--- config.mk ---
export PLATFORM = sky130hd
export DESIGN_NAME = wb_stage_pipelined
export DESIGN_NICKNAME = d
export VERILOG_FILES = /design/src/rtl/wb_pkg.sv /design/src/rtl/load_align.sv /design/src/rtl/wb_stage_pipelined.sv
export SDC_FILE = /design/constraint.sdc
export NUM_CORES = 1
export LEC_CHECK = 0
export CORE_MARGIN = 1.5
export CORE_UTILIZATION = 47
export DETAILED_ROUTE_END_ITERATION = 8
export GPL_TIMING_DRIVEN = 1
export HOLD_SLACK_MARGIN = 0.1
export PLACE_DENSITY_LB_ADDON = 0.2
export SKIP_LAST_GASP = 1
export SLEW_MARGIN = 30
export SYNTH_ARGS = -nofsm -noshare
export SYNTH_HDL_FRONTEND = slang
export SYNTH_SLANG_ARGS = --single-unit
--- constraint.sdc ---
create_clock -name clk -period 4.83 [get_ports clk]
set_clock_uncertainty 0.05 [all_clocks]
set_input_delay 0.966 -clock clk [delete_from_list [all_inputs] [get_ports clk]]
set_output_delay 0.966 -clock clk [all_outputs]
set_load 0.02 [all_outputs]
--- src/rtl/wb_pkg.sv ---
// Shared encodings for the writeback stage: source select and load size.
package wb_pkg;

  typedef enum logic [1:0] {
    WB_ALU  = 2'd0,
    WB_MEM  = 2'd1,
    WB_LINK = 2'd2,
    WB_IMM  = 2'd3
  } wb_sel_e;

  // Code 3 is illegal and behaves as a full-word load.
  typedef enum logic [1:0] {
    LD_WORD = 2'd0,
    LD_HALF = 2'd1,
    LD_BYTE = 2'd2,
    LD_RSVD = 2'd3
  } ld_size_e;

endpackage

--- src/rtl/load_align.sv ---
// Little-endian sub-word load extraction with sign/zero extension and
// misalignment detection. Purely combinational.
module load_align
  import wb_pkg::*;
#(
  parameter int DATA_W = 32
) (
  input  logic [DATA_W-1:0] i_word,
  input  logic [1:0]        i_off,
  input  ld_size_e          i_size,
  input  logic              i_signed,
  output logic [DATA_W-1:0] o_data,
  output logic              o_misalign
);

  logic [7:0]  w_byte;
  logic [15:0] w_half;

  // NOTE: every output gets a default before the case so no latch is inferred.
  always_comb begin
    w_byte     = i_word[{i_off, 3'b000} +: 8];
    w_half     = i_off[1] ? i_word[31:16] : i_word[15:0];
    o_data     = i_word;
    o_misalign = (i_off != 2'b00);
    case (i_size)
      LD_HALF: begin
        o_data     = {{(DATA_W-16){i_signed & w_half[15]}}, w_half};
        o_misalign = i_off[0];
      end
      LD_BYTE: begin
        o_data     = {{(DATA_W-8){i_signed & w_byte[7]}}, w_byte};
        o_misalign = 1'b0;
      end
      default: ;
    endcase
  end

endmodule

--- src/rtl/wb_stage_pipelined.sv ---
// Writeback stage: MEM/WB pipeline register, source mux, load alignment,
// register-file write port, forwarding bus and retired-instruction counter.
module wb_stage_pipelined
  import wb_pkg::*;
#(
  parameter int DATA_W     = 32,
  parameter int REG_ADDR_W = 5,
  parameter int CNT_W      = 32
) (
  input  logic                  clk,
  input  logic                  rst,
  input  logic                  mem_valid,
  input  logic [DATA_W-1:0]     mem_read_data,
  input  logic [DATA_W-1:0]     mem_alu_result,
  input  logic [DATA_W-1:0]     mem_link_addr,
  input  logic [DATA_W-1:0]     mem_imm,
  input  logic [1:0]            mem_wb_sel,
  input  logic                  mem_reg_write,
  input  logic [REG_ADDR_W-1:0] mem_write_reg,
  input  logic [1:0]            mem_load_size,
  input  logic                  mem_load_signed,
  input  logic                  stall,
  input  logic                  flush,
  output logic                  rf_we,
  output logic [REG_ADDR_W-1:0] rf_waddr,
  output logic [DATA_W-1:0]     rf_wdata,
  output logic                  fwd_valid,
  output logic [REG_ADDR_W-1:0] fwd_addr,
  output logic [DATA_W-1:0]     fwd_data,
  output logic                  align_err,
  output logic [CNT_W-1:0]      retired_count
);

  logic                  r_valid;
  logic [DATA_W-1:0]     r_read_data;
  logic [DATA_W-1:0]     r_alu_result;
  logic [DATA_W-1:0]     r_link_addr;
  logic [DATA_W-1:0]     r_imm;
  wb_sel_e               r_wb_sel;
  logic                  r_reg_write;
  logic [REG_ADDR_W-1:0] r_write_reg;
  ld_size_e              r_load_size;
  logic                  r_load_signed;
  logic [CNT_W-1:0]      r_retired;

  logic [DATA_W-1:0]     w_load_data;
  logic                  w_misalign;
  logic [DATA_W-1:0]     w_wdata;
  logic                  w_align_err;

  // NOTE: state uses non-blocking assignments so every flop samples pre-edge values.
  always_ff @(posedge clk) begin
    if (rst)        r_valid <= 1'b0;
    else if (flush) r_valid <= 1'b0;
    else if (!stall) r_valid <= mem_valid;
  end

  // The held instruction leaves on any non-stalled edge, flush included.
  always_ff @(posedge clk) begin
    if (rst)                    r_retired <= '0;
    else if (r_valid && !stall) r_retired <= r_retired + CNT_W'(1);
  end

  // NOTE: payload flops carry no reset; r_valid gates every use of them.
  always_ff @(posedge clk) begin
    if (!stall) begin
      r_read_data   <= mem_read_data;
      r_alu_result  <= mem_alu_result;
      r_link_addr   <= mem_link_addr;
      r_imm         <= mem_imm;
      r_wb_sel      <= wb_sel_e'(mem_wb_sel);
      r_reg_write   <= mem_reg_write;
      r_write_reg   <= mem_write_reg;
      r_load_size   <= ld_size_e'(mem_load_size);
      r_load_signed <= mem_load_signed;
    end
  end

  load_align #(.DATA_W(DATA_W)) u_load_align (
    .i_word     (r_read_data),
    .i_off      (r_alu_result[1:0]),
    .i_size     (r_load_size),
    .i_signed   (r_load_signed),
    .o_data     (w_load_data),
    .o_misalign (w_misalign)
  );

  always_comb begin
    w_wdata = r_alu_result;
    case (r_wb_sel)
      WB_MEM:  w_wdata = w_load_data;
      WB_LINK: w_wdata = r_link_addr;
      WB_IMM:  w_wdata = r_imm;
      default: ;
    endcase
  end

  assign w_align_err   = r_valid & (r_wb_sel == WB_MEM) & w_misalign;
  assign align_err     = w_align_err;
  assign rf_we         = r_valid & r_reg_write & (r_write_reg != '0) & ~w_align_err;
  assign rf_waddr      = r_valid ? r_write_reg : '0;
  assign rf_wdata      = r_valid ? w_wdata : '0;
  assign fwd_valid     = rf_we;
  assign fwd_addr      = rf_waddr;
  assign fwd_data      = rf_wdata;
  assign retired_count = r_retired;

endmodule
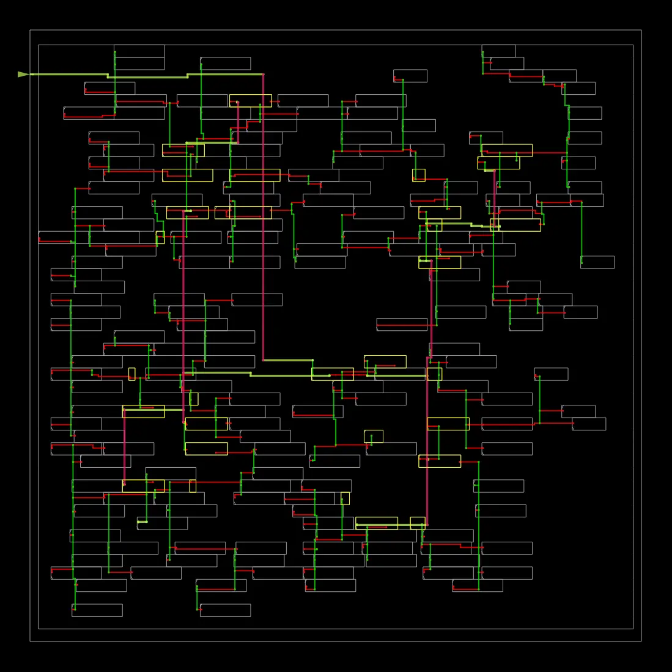
Run 1: clock wiring as the flow saved it
clk sink count: 172
Inserted Clock Buffers: 17
clk_buf instances: 17

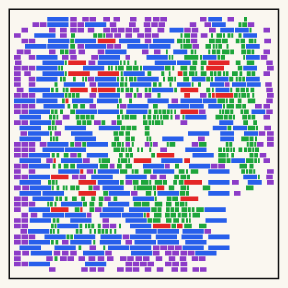
Run 1: cells colored by class
Drawn at 2 px/um.
[all other logic] green | cells: 452
[other buffers and delay cells] purple | cells: 263
[flops] blue | cells: 172
[clock drivers and dummy loads] red | cells: 32

==> flow_metrics.py, run 1 <==
# Generated from Yosys and OpenROAD reports
metrics = {
    "routing": {
        "wirelength_um": 20700,
        "antenna_violating_nets_left": 0,
        "avgViaCountPerCell": 5.562,
        "detail_route.wl_per_cell_um": 18.17,
        "drtIter0Drc": 373,
        "drt_drc_violations_left": 0,
        "number_of_vias_in_the_routed_layout": 6335,
        "drt_pass1_iterations": 5,
    },
    "sta": {
        "setup_total_negative_slack_ns": 0,
        "finalCritPeriodShare": 0.9267,
        "worstMarginPinSlew_ns": 0.9121,
        "grt_setup_unrepaired": "no",
        "timing.final.ws_setup_ns": 0.3542,
        "maxSlewHeadroom": 0.3901,
        "final-setup-viol-count": 0,
        "fmax_ghz": 0.2234,
        "slew_violations": 0,
        "timing.final.hold_violations": 0,
        "period_needed_ns": 4.476,
    },
    "synthesis": {
        "synth.distinct_cells": 45,
        "sequential_fraction_of_the_synthesis_area": 0.6011,
        "synthSimpleGateAreaFrac": 0.1293,
        "synthAdderAreaFrac": 0.004667,
        "synth-cells-yosys": 709,
        "ys_top_cells_by_area": "edfxtp_1, dfxtp_1, o21ai_0",
        "synthDominantCellAreaShare": 0.5190,
        "netlist_area_mm2": 0.008043,
        "synthesis.area_per_instance_um2": 11.34,
        "synth-warning-count": 0,
        "yosys_area_mm2": 0.008043,
        "post_synth_inst_count": 709,
        "synth-xor-area-share": 0.01089,
        "synthAoiAreaFrac": 0.1391,
        "async_reset_ff_frac": 0,
        "top_area_cell": "edfxtp_1",
        "postSynth.topFlopCell": "edfxtp_1",
        "list_of_most_frequent_post_synthesis_cells": "edfxtp_1, nand2_1, o21ai_0",
        "ys_ff": 172,
        "top_logic_kind": "AND-OR/OR-AND gates",
        "number_of_synthesized_flops_with_an_enable_pin": 139,
        "mux_share": 0.04823,
        "synthesis.nets": 856,
        "most_common_cell": "edfxtp_1",
    },
    "setup_path": {
        "endpoint_kind": "output pin",
        "timing.critical_path.depth": 5,
        "timing.critical_path.required_ns": 3.81,
        "critical_path.reg2reg.startpoint": "r_valid$_SDFFE_PP0N_",
        "data_arrival_time_of_the_critical_path_ns": 3.46,
        "timing_worst_setup_path_type": "reg2out",
        "startpoint_type": "register",
        "cp_slowest_cell": "edfxtp_1",
        "rrSetupSlack_ns": 2.23,
        "crit_start": "r_wb_sel[1]$_DFFE_PN_",
        "critical_path.reg2reg.endpoint": "retired_count[30]$_SDFFE_PP0P_",
        "cp-endpoint": "fwd_data[12]",
        "critPathBufInv": 2,
        "crit_path_max_incr_delay_ns": 0.88,
        "critical_path.top_delay_family": "buffers and inverters",
        "timing.reg2reg.worst_path_depth": 4,
        "worstPathMaxFanout": 23,
        "cells_along_the_critical_path": "clkinv_1 -> nand2_1 -> o22ai_1 -> a221oi_1 -> clkdlybuf4s50_1",
    },
    "floorplanning": {
        "floorplan.die.height_um": 133.8,
        "std_cell_rows": 47,
        "placeableCoreArea_mm2": 0.01664,
        "chipArea_mm2": 0.01791,
        "floorplan.io_pins": 253,
        "share_of_the_core_filled_by_cells_before_placement": 0.4833,
        "tap_cells": 220,
        "die_width_um": 133.8,
    },
    "layout": {
        "comb_share": 0.2416,
        "final.signal_buffer_count": 263,
        "final_cell_area_mm2": 0.01106,
        "multi_input_comb_cells": 434,
        "antenna_cells": 0,
        "flop-count": 172,
        "fraction_of_area_in_clock_buffers_and_inverters": 0.05398,
        "seqAreaFraction": 0.4373,
        "nNetsFinal": 1053,
        "drive_gt1_frac": 0.08379,
        "area_of_combinational_cells_with_multiple_inputs_mm2": 0.002671,
        "sequential_cell_area_mm2": 0.004835,
        "layout.cells.most_common": "clkdlybuf4s50_1",
        "largestClassByArea": "flip-flops and latches",
        "layout-area-overhead-vs-synth_pct": 37.46,
        "inv_count": 18,
        "signal_buffer_area_fraction": 0.2356,
        "layout.filler_cells": 1176,
        "most-common-layout-cells": "clkdlybuf4s50_1, edfxtp_1, nand2_1",
    },
    "worst_hold_path": {
        "worstHoldPathCells": 2,
        "holdPathEnd": "retired_count[20]$_SDFFE_PP0P_",
        "worstHoldPathType": "reg2reg",
        "min_from": "retired_count[20]$_SDFFE_PP0P_",
    },
    "clock_tree": {
        "max-clock-path-buffers": 2,
        "cts_htree_levels": 4,
        "cts_root_buffer": "clkbuf_16",
        "cts_setup_buffers": 0,
        "clock_latency_ns": 0.42,
        "hold_fix_buffer_count_after_cts": 0,
        "cts.reportedPaths.clkPinSlew_ns": 0.06,
        "cell_resize_tally_after_clock_tree_synthesis": 0,
        "tritoncts_clock_tree": "built",
    },
    "placed_design": {
        "portBuffers": 252,
        "dpl_worst_slack_ns": 0.8743,
        "dpl_cell_area_mm2": 0.01046,
        "place.gp.congestion": 0.8377,
        "hpwlAfterDp_um": 14970,
    },
    "power_and_ir_drop": {
        "power_per_cell_area_mw_per_mm2": 322.2,
        "leakagePower_nw": 3.773,
        "peakVddDrop_v": 0.0003038,
    },
    "global_routing": {
        "number_of_antenna_violations_at_the_first_check_in_global_routing": 0,
        "grt.overflow.total": 0,
        "via_count_of_the_first_global_routing_pass": 6035,
        "global_route_wire_length_before_repair_um": 31560,
        "grt_use_total": 0.2302,
        "pin_count_of_the_biggest_net_entering_global_routing": 90,
    },
    "flow_run": {
        "warnings": 27,
        "maxCapViolations": 0,
    },
    "outcome": {
        "outcome": "finished, final reports clean",
    },
}
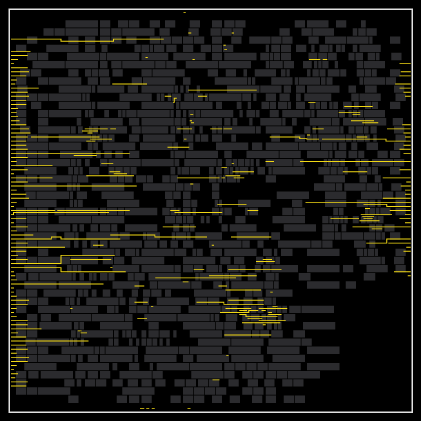
Run 1: metal 3
Drawn at 3 px/um.
wire length on this layer: 1560 um
longest straight run: 41.6 um
main direction: horizontal
nets with wire on the layer: 190

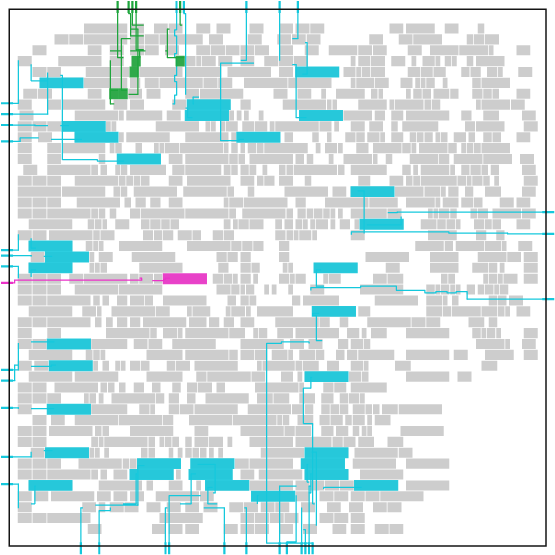
Run 1: I/O nets highlighted
Drawn at 4 px/um.
[fwd_addr] green | bits: 5 | direction: output | end cells: 5 | wire: 116 um
[mem_load_signed] magenta | bits: 1 | direction: input | end cells: 1 | wire: 39.1 um
[mem_imm] cyan | bits: 32 | direction: input | end cells: 32 | wire: 874 um

## run 1: per-stage QoR
stage,std cells,util,total power [mW],hold WS [ns]
final,1139,0.6643,3.562,0.4776
after detailed placement,1107,0.6284,2.218,0.4584
after CTS,1139,0.6643,3.579,0.4692
after global routing,1139,0.6643,3.690,0.5034
after global placement,1107,0.6284,2.208,0.4351
after floorplan,709,-,2.006,0.5138
## run 1: power by group
group          switching (mW)  total (mW)  internal (mW)
logic                   0.210       0.429          0.218
clock network           0.559        1.37          0.812
registers              0.0537        1.76           1.71
total                   0.823        3.56           2.74
## run 1: metal layers
metal  GRT usage  wire length (um)  vias to the layer above
met5           0                 0                        -
met4      0.1153               731                        0
met3     0.05026              1564                       50
met2      0.3837             10420                      309
met1      0.2837              7987                     3002
li1            -                 -                     2974
==> inputs of run 2 (changes only) <==
CORE_UTILIZATION = 40   (was 47)
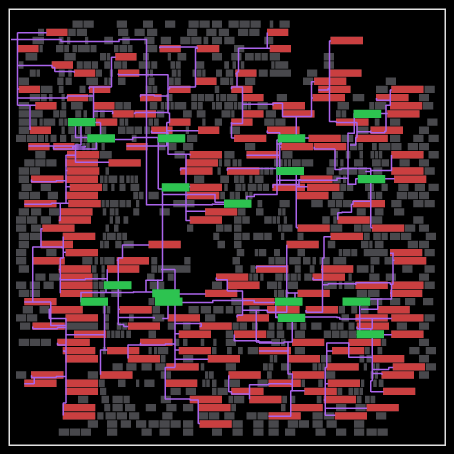
Run 2: clock wires, drivers and flops
Drawn at 3 px/um.
[clock wires] purple | length: 2130 um
[flip-flops] red | count: 172
[cells driving clock nets] green | count: 17
flops lie: all over the die

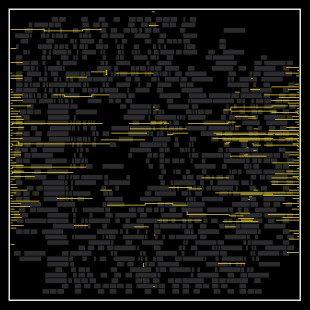
Run 2: metal 3
Drawn at 2 px/um.
main direction: horizontal
wire length on this layer: 1540 um
share of all routed wire: 6.9%
longest straight run: 45.8 um
nets with wire on the layer: 158

==> run 2 against run 1 <==
Compared with the run above:
- sequential share of layout area down 0.17 points
- power down 0.36%
- clock power about the same
- worst setup slack better by 0.14 ns
- core utilization decreased by 9.8 points
- final cell count grew 4.0%
- highest routed layer unchanged
- critical path type unchanged
- sequential cell count is the same
- non-clock buffer count grew 1
- critical path depth grew 1
- synthesized cell count stayed put
- die area grew 17%
==> flow_metrics.py, run 2 <==
# Generated from Yosys and OpenROAD reports
metrics = {
    "setup_path": {
        "cp-endpoint": "rf_wdata[2]",
        "critical_path.reg2reg.startpoint": "r_valid$_SDFFE_PP0N_",
        "timing.reg2reg.worst_path_depth": 4,
        "critical_path.reg2reg.endpoint": "retired_count[30]$_SDFFE_PP0P_",
        "startpoint_type": "register",
        "timing.critical_path.required_ns": 3.81,
        "endpoint_kind": "output pin",
    },
    "floorplanning": {
        "die_width_um": 144.8,
        "chipArea_mm2": 0.02097,
        "floorplan.die.height_um": 144.8,
        "tap_cells": 265,
        "floorplan.io_pins": 253,
        "placeableCoreArea_mm2": 0.01959,
        "share_of_the_core_filled_by_cells_before_placement": 0.4106,
    },
    "worst_hold_path": {
        "worstHoldPathCells": 2,
        "holdPathEnd": "retired_count[22]$_SDFFE_PP0P_",
    },
    "synthesis": {
        "postSynth.topFlopCell": "edfxtp_1",
        "synthesis.area_per_instance_um2": 11.34,
        "synth-warning-count": 0,
        "top_area_cell": "edfxtp_1",
        "netlist_area_mm2": 0.008043,
        "ys_ff": 172,
        "most_common_cell": "edfxtp_1",
        "synth-cells-yosys": 709,
        "async_reset_ff_frac": 0,
        "sequential_fraction_of_the_synthesis_area": 0.6011,
        "synthDominantCellAreaShare": 0.5190,
        "ys_top_cells_by_area": "edfxtp_1, dfxtp_1, o21ai_0",
    },
    "routing": {
        "detail_route.wl_per_cell_um": 18.73,
        "drtIter0Drc": 375,
        "routedLengthMet1_um": 9666,
        "dr_wl_met2_um": 10650,
        "avgViaCountPerCell": 5.251,
        "wirelength_um": 22180,
    },
    "clock_tree": {
        "cts_root_buffer": "clkbuf_16",
        "hold_fix_buffer_count_after_cts": 0,
        "cts_inserted_buffers": 17,
        "cell_resize_tally_after_clock_tree_synthesis": 0,
        "cts_htree_levels": 4,
        "cts_setup_buffers": 0,
        "clk_sink_count": 172,
        "clock_latency_ns": 0.43,
    },
    "sta": {
        "setup_total_negative_slack_ns": 0,
        "period_needed_ns": 4.339,
        "fmax_ghz": 0.2305,
        "maxSlewHeadroom": 0.4215,
        "grt_setup_unrepaired": "no",
        "worstMarginPinSlew_ns": 0.8678,
    },
    "global_routing": {
        "globalRoute.busiestLayer": "met2",
        "grt.overflow.total": 0,
        "global_route_wire_length_before_repair_um": 33180,
    },
    "layout": {
        "finalNonFillerCells": 1184,
        "sequential_cell_area_mm2": 0.004836,
        "layout.cells.most_common": "clkdlybuf4s50_1",
        "final_core_util": 0.5667,
        "drive_gt1_frac": 0.08487,
        "inv_count": 18,
        "seqAreaFraction": 0.4356,
        "layout-area-overhead-vs-synth_pct": 38.04,
        "multi_input_comb_cells": 434,
        "layout.filler_cells": 1687,
        "antenna_cells": 0,
        "final.signal_buffer_count": 264,
    },
    "flow_run": {
        "warnings": 27,
    },
    "power_and_ir_drop": {
        "power.share.clock": 0.380,
        "pg_comb_mw": 0.438,
        "internal_power_mw": 2.692,
        "power_switching_share": 0.2414,
        "overall_power_mw": 3.549,
        "powerClk_mw": 1.35,
        "maxPowerGroup": "sequential cells",
        "combPwrFrac": 0.123,
        "p_switching_mw": 0.8567,
    },
    "placed_design": {
        "place.detailed.instances": 1153,
        "portBuffers": 252,
        "dpl_cell_area_mm2": 0.01054,
        "hpwlAfterDp_um": 15750,
        "dpl_worst_slack_ns": 0.9481,
    },
    "outcome": {
        "outcome": "finished, final reports clean",
    },
}
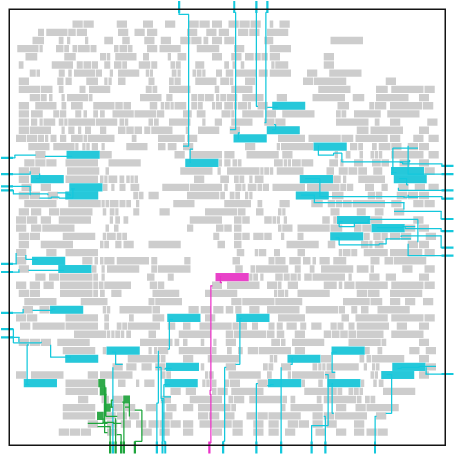
Run 2: I/O nets highlighted
Drawn at 3 px/um.
[mem_load_signed] magenta | bits: 1 | direction: input | end cells: 1 | wire: 56.6 um
[mem_imm] cyan | bits: 32 | direction: input | end cells: 32 | wire: 1020 um
[fwd_addr] green | bits: 5 | direction: output | end cells: 5 | wire: 104 um

run 2: cell counts after synthesis:
No cell type changed its count.
run 2: logic make-up after synthesis:
| group | Yosys count | synth area share |
|---|---|---|
| mux | 34 | 0.04823 |
| compound gates | 178 | 0.1391 |
| flops | 172 | 0.6011 |
| buf+inv | 103 | 0.06674 |
| xor+xnor | 10 | 0.01089 |
| fa+ha+maj | 3 | 0.004668 |
| simple gates | 209 | 0.1293 |
run 2: worst max-delay path, cell delays in order, from the launching register on:
cell             delay [ns]
edfxtp_1               0.92
buf_4                  0.37
nor2b_1                0.54
a221oi_1               0.18
o21ai_0                0.19
a31oi_1                0.11
clkdlybuf4s50_1        0.58
Power figures rest on the tool's default switching activity, not on a simulated workload.
